==> run_1/congestion.png <==
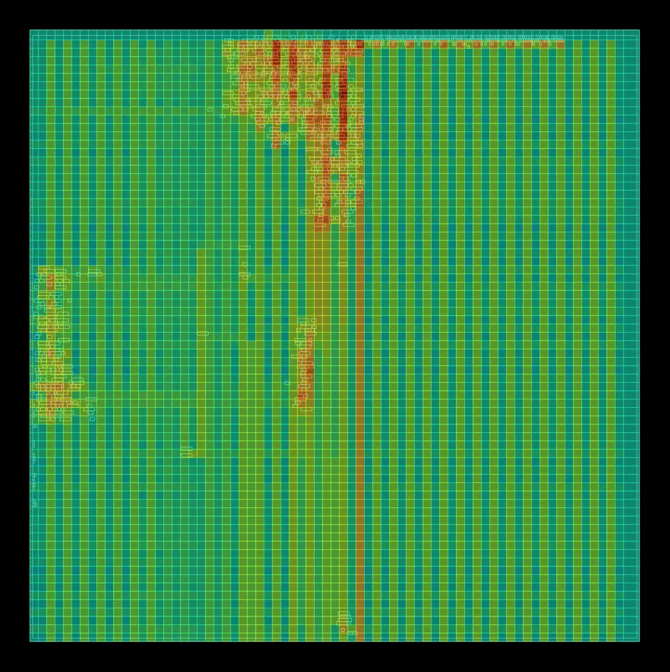
==> run_1/layer_met2.png <==
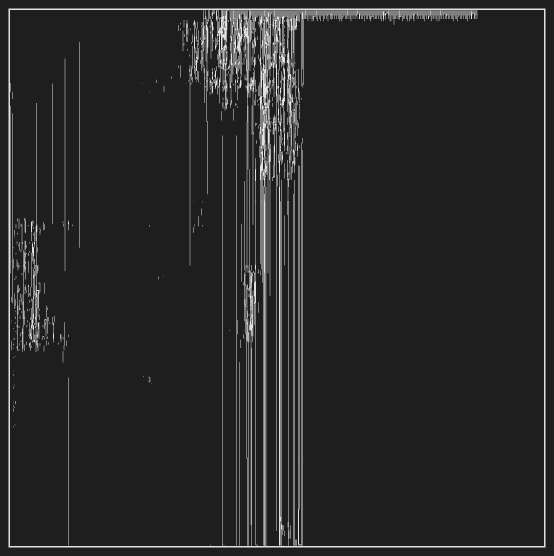
==> run_1/cell_density.png <==
Bar = 200 um. The die is cut into 25 by 25 equal tiles; black is low, pale yellow is high, 0 to 100% covered.
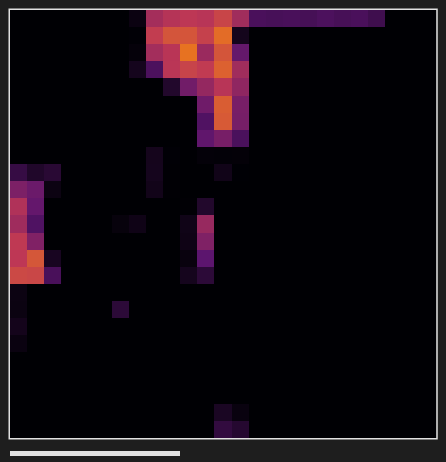
==> run_1/layer_met1.png <==
Bar = 200 um.
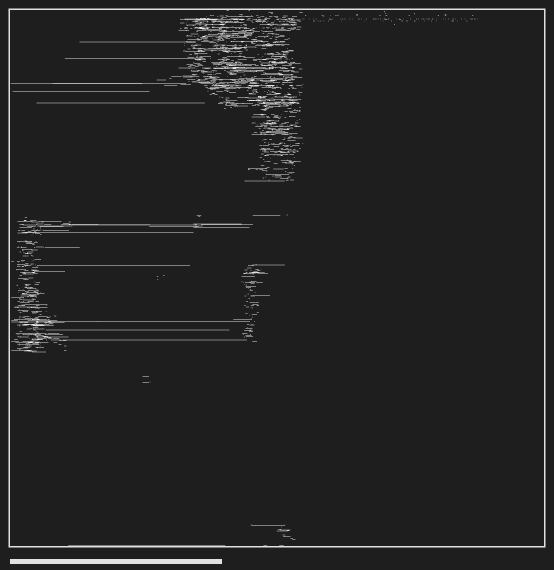
[src/rtl/host_uart_command_dec.sv]
`timescale 1ns/1ps
`default_nettype none
// ============================================================================
//  Module   : host_uart_command_dec
//  Purpose  : Decodes one host command frame from the UART receive buffer into
//             a one-hot command select and a decoded argument word. Frame
//             format and command ID are checked; rejected frames raise error.
//  Frame    : byte0 = command ID, bytes1..6 = 48-bit target address,
//             SET_ENCRYPT adds byte7 = payload size and byte8 = payload.
//  Ports    : clk          rising-edge system clock
//             reset        asynchronous, active-low reset
//             input_data   command frame buffer, byte 0 in bits [7:0]
//             start        decode request, level-sampled while idle
//             output_data  decoded argument word
//             done         one-cycle pulse when a decode finishes
//             error        qualifies done: frame rejected
//             cmd_select   one-hot command, bit n = command ID n
//  Config   : HOST_UART_DEC_STRICT_EN - when defined, any set bit above the
//             frame (bit 72 up for SET_ENCRYPT, bit 56 up for READ_*) rejects
//             the frame; when undefined those bits are ignored.
//  Revision : 1.0 - initial release
// ============================================================================
module host_uart_command_dec #(
  parameter int IN_W  = 1024,
  parameter int OUT_W = 256,
  parameter int SEL_W = 16
) (
  input  logic             clk,
  input  logic             reset,
  input  logic [IN_W-1:0]  input_data,
  input  logic             start,
  output logic [OUT_W-1:0] output_data,
  output logic             done,
  output logic             error,
  output logic [SEL_W-1:0] cmd_select
);

  localparam logic [7:0]  c_id_set_encrypt = 8'h01;
  localparam logic [7:0]  c_id_read_roll   = 8'h02;
  localparam logic [7:0]  c_id_read_yaw    = 8'h03;
  localparam logic [7:0]  c_id_read_pitch  = 8'h04;
  localparam logic [47:0] c_bcast_target   = 48'hFFFF_FFFF_FFFF;
  localparam logic [7:0]  c_enc_size       = 8'h01;

  typedef enum logic [1:0] {
    ST_IDLE    = 2'd0,
    ST_CAPTURE = 2'd1,
    ST_DECODE  = 2'd2,
    ST_DONE    = 2'd3
  } state_t;

  state_t r_state;
  state_t w_state_next;

  // Captured frame and the fields split out of it during CAPTURE
  logic [IN_W-1:0]  r_frame;
  logic [7:0]       r_id;
  logic [47:0]      r_target;
  logic [7:0]       r_size;
  logic [7:0]       r_payload;

  // Decode results and registered outputs
  logic             w_err;
  logic [SEL_W-1:0] w_sel;
  logic [OUT_W-1:0] w_out;
  logic             w_done;
  logic             r_err;
  logic [SEL_W-1:0] r_sel;
  logic [OUT_W-1:0] r_out;

`ifdef HOST_UART_DEC_STRICT_EN
  // Non-zero flags for the bits beyond each frame format
  logic r_hi72_nz;
  logic r_hi56_nz;
`else
  // Bits beyond the longest frame play no part in the relaxed decode
  logic w_unused_hi;
  assign w_unused_hi = |r_frame[IN_W-1:72];
`endif

  // --------------------------------------------------------------------------
  // State register
  // --------------------------------------------------------------------------
  always_ff @(posedge clk or negedge reset) begin
    if (!reset) begin
      r_state <= ST_IDLE;
    end else begin
      r_state <= w_state_next;
    end
  end

  // --------------------------------------------------------------------------
  // Next state and done strobe; start only matters in IDLE so a long start
  // level yields exactly one decode per IDLE visit.
  // --------------------------------------------------------------------------
  always_comb begin
    w_state_next = r_state;
    w_done       = 1'b0;
    case (r_state)
      ST_IDLE:    if (start) w_state_next = ST_CAPTURE;
      ST_CAPTURE: w_state_next = ST_DECODE;
      ST_DECODE:  w_state_next = ST_DONE;
      ST_DONE: begin
        w_done       = 1'b1;
        w_state_next = ST_IDLE;
      end
      default:    w_state_next = ST_IDLE;
    endcase
  end

  // --------------------------------------------------------------------------
  // Frame capture on an accepted start, then field split in CAPTURE
  // --------------------------------------------------------------------------
  always_ff @(posedge clk or negedge reset) begin
    if (!reset) begin
      r_frame   <= '0;
      r_id      <= '0;
      r_target  <= '0;
      r_size    <= '0;
      r_payload <= '0;
`ifdef HOST_UART_DEC_STRICT_EN
      r_hi72_nz <= 1'b0;
      r_hi56_nz <= 1'b0;
`endif
    end else begin
      if (r_state == ST_IDLE && start) begin
        r_frame <= input_data;
      end
      if (r_state == ST_CAPTURE) begin
        r_id      <= r_frame[7:0];
        r_target  <= r_frame[55:8];
        r_size    <= r_frame[63:56];
        r_payload <= r_frame[71:64];
`ifdef HOST_UART_DEC_STRICT_EN
        r_hi72_nz <= |r_frame[IN_W-1:72];
        r_hi56_nz <= |r_frame[IN_W-1:56];
`endif
      end
    end
  end

  // --------------------------------------------------------------------------
  // Command decode and validity checks
  // --------------------------------------------------------------------------
  always_comb begin
    w_err = 1'b0;
    w_sel = '0;
    w_out = '0;
    case (r_id)
      c_id_set_encrypt: begin
        if (r_target != c_bcast_target)  w_err = 1'b1;
        if (r_size != c_enc_size)        w_err = 1'b1;
        if (r_payload[7:1] != 7'd0)      w_err = 1'b1;
`ifdef HOST_UART_DEC_STRICT_EN
        if (r_hi72_nz)                   w_err = 1'b1;
`endif
        w_sel[r_id[3:0]] = 1'b1;
        w_out[7:0]       = r_payload;
      end
      c_id_read_roll, c_id_read_yaw, c_id_read_pitch: begin
`ifdef HOST_UART_DEC_STRICT_EN
        if (r_hi56_nz)                   w_err = 1'b1;
`endif
        w_sel[r_id[3:0]] = 1'b1;
        w_out[47:0]      = r_target;
      end
      default: w_err = 1'b1;
    endcase
    // A rejected frame reports no command and no argument
    if (w_err) begin
      w_sel = '0;
      w_out = '0;
    end
  end

  // --------------------------------------------------------------------------
  // Result registers: loaded on the DECODE->DONE edge so they are valid with
  // done and hold until the next decode completes.
  // --------------------------------------------------------------------------
  always_ff @(posedge clk or negedge reset) begin
    if (!reset) begin
      r_err <= 1'b0;
      r_sel <= '0;
      r_out <= '0;
    end else if (r_state == ST_DECODE) begin
      r_err <= w_err;
      r_sel <= w_sel;
      r_out <= w_out;
    end
  end

  assign done        = w_done;
  assign error       = w_done & r_err;
  assign cmd_select  = r_sel;
  assign output_data = r_out;

endmodule
`default_nettype wire

[config.mk]
export PLATFORM = sky130hd
export DESIGN_NAME = host_uart_command_dec
export DESIGN_NICKNAME = d
export VERILOG_FILES = /design/src/rtl/host_uart_command_dec.sv
export SDC_FILE = /design/constraint.sdc
export NUM_CORES = 1
export LEC_CHECK = 0
export ABC_CLOCK_PERIOD_IN_PS = 3850
export CORE_AREA = 2 2 501 503
export CTS_CLUSTER_DIAMETER = 120
export CTS_CLUSTER_SIZE = 30
export DETAILED_ROUTE_END_ITERATION = 8
export DIE_AREA = 0 0 503 505
export GPL_TIMING_DRIVEN = 1
export SYNTH_ARGS = -nofsm -noshare
export SYNTH_HDL_FRONTEND = slang
export SYNTH_SLANG_ARGS = --single-unit
[constraint.sdc]
create_clock -name clk -period 3.85 [get_ports clk]
set_input_delay 1.155 -clock clk [delete_from_list [all_inputs] [get_ports clk]]
set_output_delay 1.155 -clock clk [all_outputs]
set_load 0.005 [all_outputs]
==> results.txt, run 1 <==
Purpose: to document the outcome of synthesis and place and route.

Place
Once placement completed, the tool counted placed cells totaling 4165. During placement, the flow inserted port buffers numbering 140. After its last routability iteration, the placer logged a weighted congestion of 0.697. After detailed placement, the total cell area comes to 14300 um2. The worst-case setup slack after placement is 1000 ps. The half-perimeter wire length of the detailed placement result is 28.6 mm.

Pwr
The power density over the cells is 508 nW/um2. Per the OpenROAD power report, switching power amounts to 2.44 mW. The internal power is 5.05 mW.

In this run, power in the clock network comes to 1.58 mW. Ranked by power, first place goes to sequential cells. The clock share of power is roughly a fifth.

In this run, the combinational gates consume 29.8% of the power. The portion of total power attributed to sequential cells is around half.

Timing
The transition at the pin with the smallest max-transition slack is 687 ps. The number of max-slew violations in the final report is 0. The number of failing setup endpoints in the final timing report is 0.

Based on the critical path, the design can be clocked at up to ~330 MHz. The tightest hold path in the finished design has a slack of between 500 and 600 ps. In the post-route analysis, the smallest setup slack over all paths is 814 ps. The sum of negative setup slack is 0 ps.

The worst clock skew is 36.3 ps. The ratio of final minimum period to clock period is 78.8%.

Yosys
The largest total area in the synthesized netlist belongs to sky130_fd_sc_hd__dfrtp_1. The post-synthesis xor/xnor area fraction is 0%. The commonest cells after synthesis are sky130_fd_sc_hd__dfrtp_1, sky130_fd_sc_hd__buf_4, sky130_fd_sc_hd__mux2_2. Sorting the synthesis cell report by count puts at the top sky130_fd_sc_hd__dfrtp_1. The yosys cell count is 710. Yosys reported a register bit count of 211. The post-synthesis mux area share is 17.3%. The area of the mapped netlist is approximately 9500 um2.

The sequential area share after synthesis is 55.6%. The fraction of registers with async set/reset is 100%. The yosys synthesis warning count is 0.

Detailed routing
The met2 layer wire length in the routed design is 22.9 mm. The overall routed net length is 34.7 mm. The detailed route wirelength on metal3 is 1.07 mm. The DRC marker count from the first detailed-route iteration is 191.

Layout
The largest register by flop count is r_frame. At the end of the flow, the number of nets in the layout was 1881. For this run, combinational gates with multiple inputs come to about 470. The antenna diode instance count is 2. The fraction of layout cells with a size suffix above 1 is 21.8%. The proportion of cell area spent on the clock network is between 2 and 3%. Multi-input logic gates represent a cell area share of roughly 22%.

Across the whole layout, storage elements account for roughly 5300 um2. The fraction of area in registers is 35.8%. In the final layout, the fill cell count is 29200. The number of ordinary and repair buffers in the finished layout is 153. The count of flip-flops and latches is 211. The flip-flop count of the largest register after layout is between 70 and 80.

Setup path
The buffering stage count on the worst path with inverters included is 1. The setup slack of the worst register-to-register path is around 1700 ps. The launch point of the worst register-to-register path is recorded as r_size[3].

STA classifies the critical path startpoint as a flop. The delay of the slowest critical-path stage is 500 ps.

GRT
The initial antenna violation count was 29. For this run the aggregate overflow at the end of global routing stands at 0. Global routing used under 10% of the available met2 tracks. The first global-routing pass estimated ~46 mm of wire. The number of global-route vias before repair was 5240.

Outcome
The flow ran to the end, and the final reports show no timing, DRC or antenna violations.

CTS
The clock latency at the later pin of the worst-skew pair is 560 ps. In this run the deepest clock path goes through 3 buffers. The number of CTS-inserted buffers is 12.

The total clock sinks is 211. The cell resize tally after clock tree synthesis is 0. In this run the number of H-tree levels came out at 1.

The root buffer cell is sky130_fd_sc_hd__clkbuf_16.

Die
The vertical extent of the die is 505 um. The die covers 254000 um2. Measured along the x axis, the die boundary spans 503 um.

Job
The tool flagged a number of max-cap violations equal to 0.
About congestion.png:
wire per inst: 8.30 um
global-route total usage across every layer: 2.66%
met1 track demand over resource in global routing: 2.04%
most crowded layer after global routing: met2

About layer_met2.png:
wire length on this layer = 22.9 mm
share of all routed wire = 66%
longest straight run = 440 um
main direction = vertical

About cell_density.png:
fullest tile = 67%
densest ninth of the die = top middle
mean over tiles = 4.2%
nearly empty tiles = 86%
fp util: 3.82%
post-layout util: 5.94%
area of the placeable core: 248000 um2

About layer_met1.png:
main direction = horizontal
share of all routed wire = 27%
wire length on this layer = 9290 um

==> run_1/metal_density.png <==
Bar = 200 um. The die is cut into 25 by 25 equal tiles; black is low, pale yellow is high, scaled to the fullest tile. Values are wire area over tile area, all layers added.
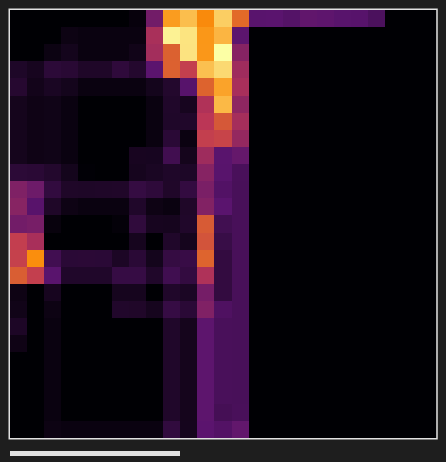

==> inputs of run 2 (changes only) <==
- ABC_CLOCK_PERIOD_IN_PS: 3850 -> 2800
- CORE_AREA: 2 2 501 503 -> 2 2 505 507
- DIE_AREA: 0 0 503 505 -> 0 0 507 509
- clock period: 3.85 -> 2.8 ns (I/O delays scaled with it)
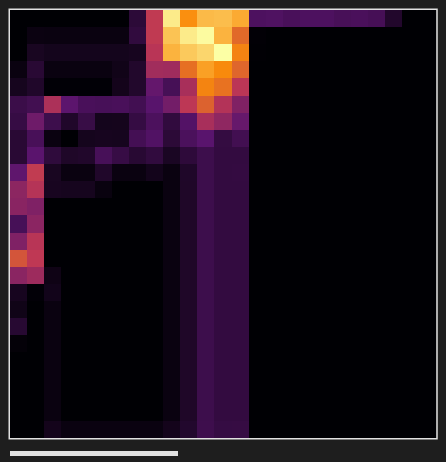
(run_2/metal_density.png)
Bar = 200 um. The die is cut into 25 by 25 equal tiles; black is low, pale yellow is high, scaled to the fullest tile. Values are wire area over tile area, all layers added.
fullest tile = 0.24
mean over tiles = 0.020
tiles over half the peak = 4.3%
nearly empty tiles = 61%
densest ninth of the die = top middle

==> run 2 against run 1 <==
  * Sequential power grew 36%
  * Via count is 1.4% lower
  * Critical endpoint unchanged
  * Largest power group unchanged
  * Synthesized area unchanged
  * Die size up 1.6%
  * Clock skew is 8.2 ps lower
==> results.txt, run 2 <==
Purpose: to document the outcome of synthesis and place and route.

Outcome
The run finished with clean final reports.

Yosys
The leading cell type by number of instances after synthesis is sky130_fd_sc_hd__dfrtp_1. Sorting the synthesized cells by how often they occur yields sky130_fd_sc_hd__dfrtp_1, sky130_fd_sc_hd__buf_4, sky130_fd_sc_hd__mux2_2. The synthesis report lists the Yosys warning total as 0.

The count of state elements after synthesis is ~210. The cell taking the most area after synthesis is sky130_fd_sc_hd__dfrtp_1. The post-synthesis mux area share is 17.3%. The cell area that synthesis handed to floorplanning was about 9500 um2. Per Yosys stat, the portion of area used by sequential elements is a little under three fifths. The post-synthesis xor/xnor area fraction is 0%. The post-synth tally of flip-flops with integrated enable is 0. Counting flops with an async set or reset pin after synthesis yields a share of 100%. The yosys cell count is 710.

Timing
Across all hold checks on the routed design, the worst slack comes to about 240 ps. The transition at the pin with the smallest max-transition slack is around 700 ps. The relative slew slack is 52.4%. The maximum clock frequency is 375 MHz.

The worst clock skew is 28.1 ps. The worst path setup slack after routing is 136 ps. The final critical path takes up 95.1% of the cycle. The number of failing setup endpoints in the final timing report is 0.

The final timing report lists a max-slew violation count of 0. The final layout reports a setup TNS of 0 ps.

Pwr
The share of total power dissipated in combinational logic is 30.4%. The net switching power is 3.17 mW. In the power breakdown, the biggest contributor is sequential cells.

The power density over the cells is between 600 and 700 nW/um2. The portion of total power attributed to sequential cells is 49.6%. The power attributed to the clock group is 2.01 mW. The total power of the final layout is 10.1 mW. The clock share of power is 20.0%. The internal power is between 6 and 7 mW. VDD sags by at most 0.000478 V. The switching share of total power is 31.6%.

Layout
The fraction of area in registers is 35.6%. The final net count is 1881. Per the cell usage report, the commonest logic cells after layout are sky130_fd_sc_hd__dfrtp_1, sky130_fd_sc_hd__conb_1, sky130_fd_sc_hd__mux2_2.

Per the final layout report, the fraction of cells sized above drive strength 1 comes to approximately 22%. The final core utilization is 5.86%. Counting only logic cells after layout, the most numerous master is sky130_fd_sc_hd__dfrtp_1.

The proportion of cell area occupied by multi-input gates is 22.3%. Sequential cells placed in the final layout were counted as 211. Across the whole layout, storage elements account for 5280 um2.

Ranked by flip-flop count, first place goes to r_frame. The layout has 6 inverters outside the clock class. The number of multi-input logic gates is approximately 470. The filler cell count is 29734. The number of ordinary and repair buffers in the finished layout is 153.

The antenna diode instance count is 6. The register with the most flip-flops in the layout has 72 of them. The area-dominant cell class after layout is registers. After layout the clock buffers and inverters come to 2.68% of cell area.

Detailed routing
The met2 layer wire length in the routed design is about 21 mm. The average via count per standard cell is 1.23. The DRC marker count from the first detailed-route iteration is 183. The detailed route wirelength on metal3 is about 1.1 mm. The post-detailed-route wirelength per cell is 7.81 um. Per the detail_route log, the uppermost layer with routed signals is met5. Per the detail_route report, the via count comes to approximately 5200. For this block, the routed nets add up to 33.0 mm of wire.

CTS
The clock reaches the later pin of the worst-skew pair after 520 ps. The cell resize tally after clock tree synthesis is 0. The maximum clock insertion buffer count is 3. The number of CTS-inserted buffers is 12. The total clock sinks is 211.

The depth of the CTS H-tree is 1. The root buffer cell is sky130_fd_sc_hd__clkbuf_16.

Job
The number of maximum-capacitance violations recorded for the run is 0.

Place
After detailed placement, the design holds a cell count of 4201. The half-perimeter wire length of the detailed placement result is 27.4 mm. The post-placement cell area is around 14000 um2. The count of buffers added on input and output ports is 140. After its last routability iteration, the placer logged a weighted congestion of 0.685. The worst-case setup slack after placement is between 500 and 600 ps.

GRT
Looking at the global route congestion table, the highest-usage layer is met2. The initial antenna violation count is 30. The met2 usage is 5.31%.

The sum of overflow across all layers after global routing is 0. The met1 usage is roughly 2.0%. The number of global-route vias before repair is 5005. The wire length of the first global-routing pass is around 42 mm.

For this run, the total global-route usage over all layers was measured as 2.39%.

Setup path
Setup slack on the worst reg-to-reg path comes out at 630 ps. Together, buffers and inverters on the worst path number 1. STA classifies the critical path startpoint as a flop. On the worst path, the slowest cell contributes a delay of 500 ps.

The worst reg-to-reg path cell count is 6. The cell with the largest stage delay on the worst path is sky130_fd_sc_hd__clkdlybuf4s50_1. OpenSTA lists the critical path endpoint as error. The startpoint of the worst register-to-register path is r_size[3].

Die
The vertical extent of the die is 509 um. In this run the core area contains 185 standard-cell rows. The overall die area is 258000 um2. The floorplan core density is 3.76%. The die is approximately 510 um wide. According to the tapcell log, the count of inserted taps is 3366. The core region is ~250000 um2.
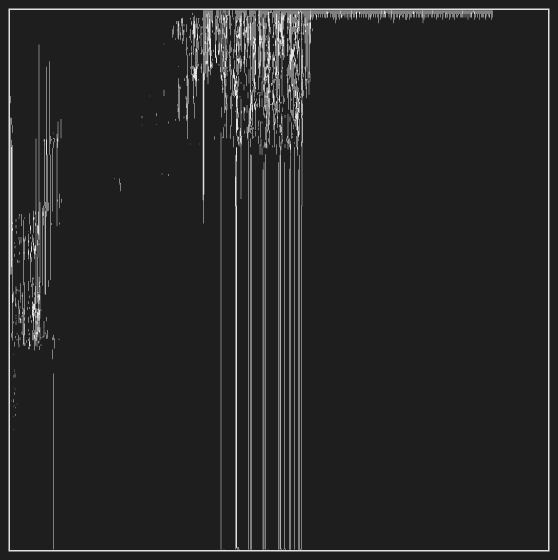
(run_2/layer_met2.png)
share of all routed wire = 65%
nets with wire on the layer = 881
longest straight run = 393 um
wire length on this layer = 21.3 mm

==> run_2/cell_density.png <==
Bar = 200 um. The die is cut into 25 by 25 equal tiles; black is low, pale yellow is high, 0 to 100% covered.
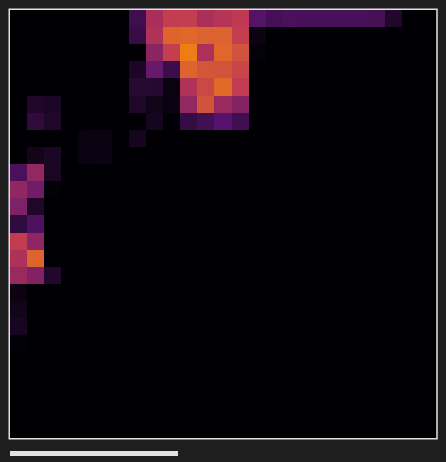

==> inputs of run 3 (changes only) <==
- CORE_AREA: 2 2 505 507 -> 2 2 510 512
- DIE_AREA: 0 0 507 509 -> 0 0 512 514
- DONT_BUFFER_PORTS: default -> 1
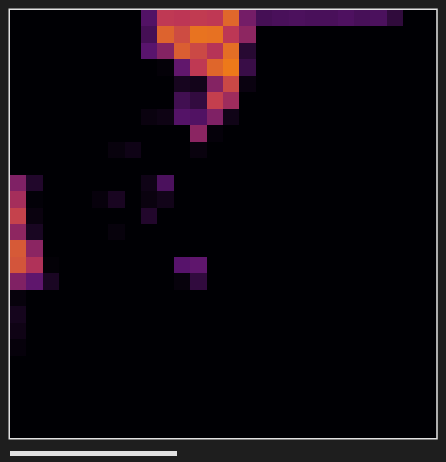
(run_3/cell_density.png)
Bar = 200 um. The die is cut into 26 by 26 equal tiles; black is low, pale yellow is high, 0 to 100% covered.
mean over tiles = 3.5%
densest ninth of the die = top middle
fullest tile = 70%

==> run 3 against run 2 <==
  * Combinational power down 13%
  * Synthesized cell count unchanged
  * Final area down 9.4%
  * Via count down 9.1%
  * Largest power group unchanged
  * Critical endpoint unchanged
  * Non-clock buffer count down 142
  * Sequential cell count unchanged
  * Critical path depth down 1
  * Sequential share of layout area up 3.7 points
==> results.txt, run 3 <==
Purpose: to document the outcome of synthesis and place and route.

Place
The number of buffers inserted by port buffering is 0. The wire-length estimate of the detail-placed layout is roughly 27 mm. Per the placement report, the placed cell count is 4095. The worst-case setup slack after placement is ~650 ps. In this run the cell area measured after placement is around 13000 um2.

Layout
Multi-input logic gates represent a cell area share of 24.6%. The count of flip-flops and latches is 211. Leaving out fill and tap cells, the most frequent cells in the layout are sky130_fd_sc_hd__dfrtp_1, sky130_fd_sc_hd__conb_1, sky130_fd_sc_hd__mux2_2. The area used by sequential logic in the layout is between 5000 and 6000 um2. The fraction of area in registers is about two fifths.

The proportion of cell area spent on the clock network is 3.11%. The fraction of layout cells with a size suffix above 1 is 25.5%. By area, the class that comes first in the final layout consists of registers. After the last flow step, the layout net total stands at 1740. The final design was reported to hold multi-input combinational gates totalling 465.

The number of ordinary and repair buffers in the finished layout is 11. Non-clock inverters in the final layout number 6. The top cell type in the final layout, fill and taps aside, is sky130_fd_sc_hd__dfrtp_1. r_frame holds more flip-flops than any other register.

Detailed routing
The detailed router reports a met3 wire length of 1.52 mm. In the post-route report, total wirelength is listed as around 33 mm. The average via count per standard cell is approximately 1.1. After detailed routing, no signal wire sits above met5. Per the log, the first TritonRoute iteration ended with a DRC count of around 200.

Setup path
In this run the critical register-to-register path is launched from r_size[3]. The startpoint kind of the worst setup timing path is a flop. On the critical path, the stage with the largest delay is an instance of sky130_fd_sc_hd__dfrtp_1. Per the post-run analysis, buffers plus inverters along the critical path come to 0. The delay of the slowest critical-path stage is 450 ps. The timing report lists the critical path depth as 2 cells.

The setup slack of the worst register-to-register path is 710 ps. The endpoint of the most critical setup path is error.

Die
The total number of tap cells is roughly 3400. The vertical extent of the die is a little over 500 um. Row generation in the floorplan step produced about 190 rows. The chip width is between 500 and 600 um. Before placement the cells fill 3.68% of the core. The die covers 263000 um2.

GRT
The first global-routing pass estimated 40.4 mm of wire. For this run, global-route usage on met1 was measured as 1.67%. The total overflow left after global routing is 0.

The global-route usage over all layers is 2.35%. The layer with the highest usage is met2. The initial antenna violation count is 33. The number of global-route vias before repair is approximately 4400.

Pwr
Net switching is 32.1% of the power. Looking at the power breakdown, combinational cells take 27.1% of the total. The worst VDD IR drop from the latest analysis is 0.000583 V. The power report lists the clock group at 2.05 mW.

The portion of total power attributed to sequential cells is a little over half. The design draws about 9.8 mW. The top contributor to total power is sequential cells. The net switching power is 3.14 mW. The clock network is responsible for about a fifth of the overall power.

Total power normalized to cell area comes to 728 nW/um2.

Timing
The transition time recorded at the tightest slew-check pin is between 700 and 800 ps. The worst path setup slack after routing is 528 ps. The final timing report lists clock skew as 34.0 ps. Post-route period utilization is reported as 81.1%. The number of failing setup endpoints in the final timing report is 0.

The relative slew slack is between 50% and 60%. The worst hold slack is 3.43 ps. Per the final report, max-transition violations number 0.

Yosys
By count the netlist is led by sky130_fd_sc_hd__dfrtp_1, sky130_fd_sc_hd__buf_4, sky130_fd_sc_hd__mux2_2. The cell type that accounts for the most area after synthesis is sky130_fd_sc_hd__dfrtp_1. Before any placement, the netlist area is recorded as 9490 um2. The leading cell type by number of instances after synthesis is sky130_fd_sc_hd__dfrtp_1. The yosys cell count is 710. Once synthesis finished, the tally of register bits stood at 211. Yosys reports the multiplexer fraction of the synthesized area as between 15 and 20%.

The share of the Yosys chip area taken by registers is 55.6%. The synthesis report gives the async set-or-reset register share as 100%. The post-synth tally of flip-flops with integrated enable is 0. The post-synthesis xor/xnor area fraction is 0%. The yosys synthesis warning count is 0.

CTS
Counting the buffers created by CTS gives 13. The maximum clock insertion buffer count is 3. The depth of the CTS H-tree is 1. The cell sitting at the root of the clock tree is a sky130_fd_sc_hd__clkbuf_16.

The total clock sinks is 211. The skew report gives the latency at the later pin of the worst-skew pair as 520 ps.

Outcome
The flow ran to the end, and the final reports show no timing, DRC or antenna violations.

Job
Max-cap violations in this run came to 0.
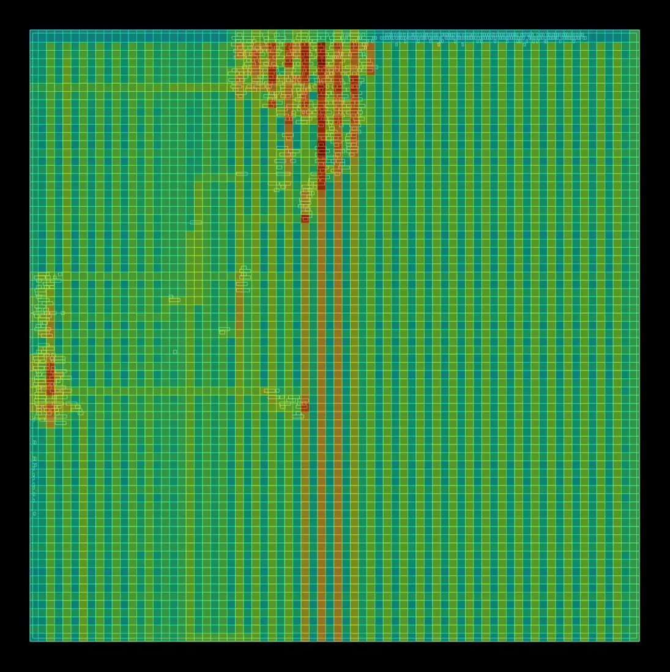
(run_3/congestion.png)
post-layout util: 5.20%
GR Util met3: 0.510%
routing usage on met2: 5.28%
wire per inst: 7.90 um

Power is estimated from default activity; no workload was simulated.
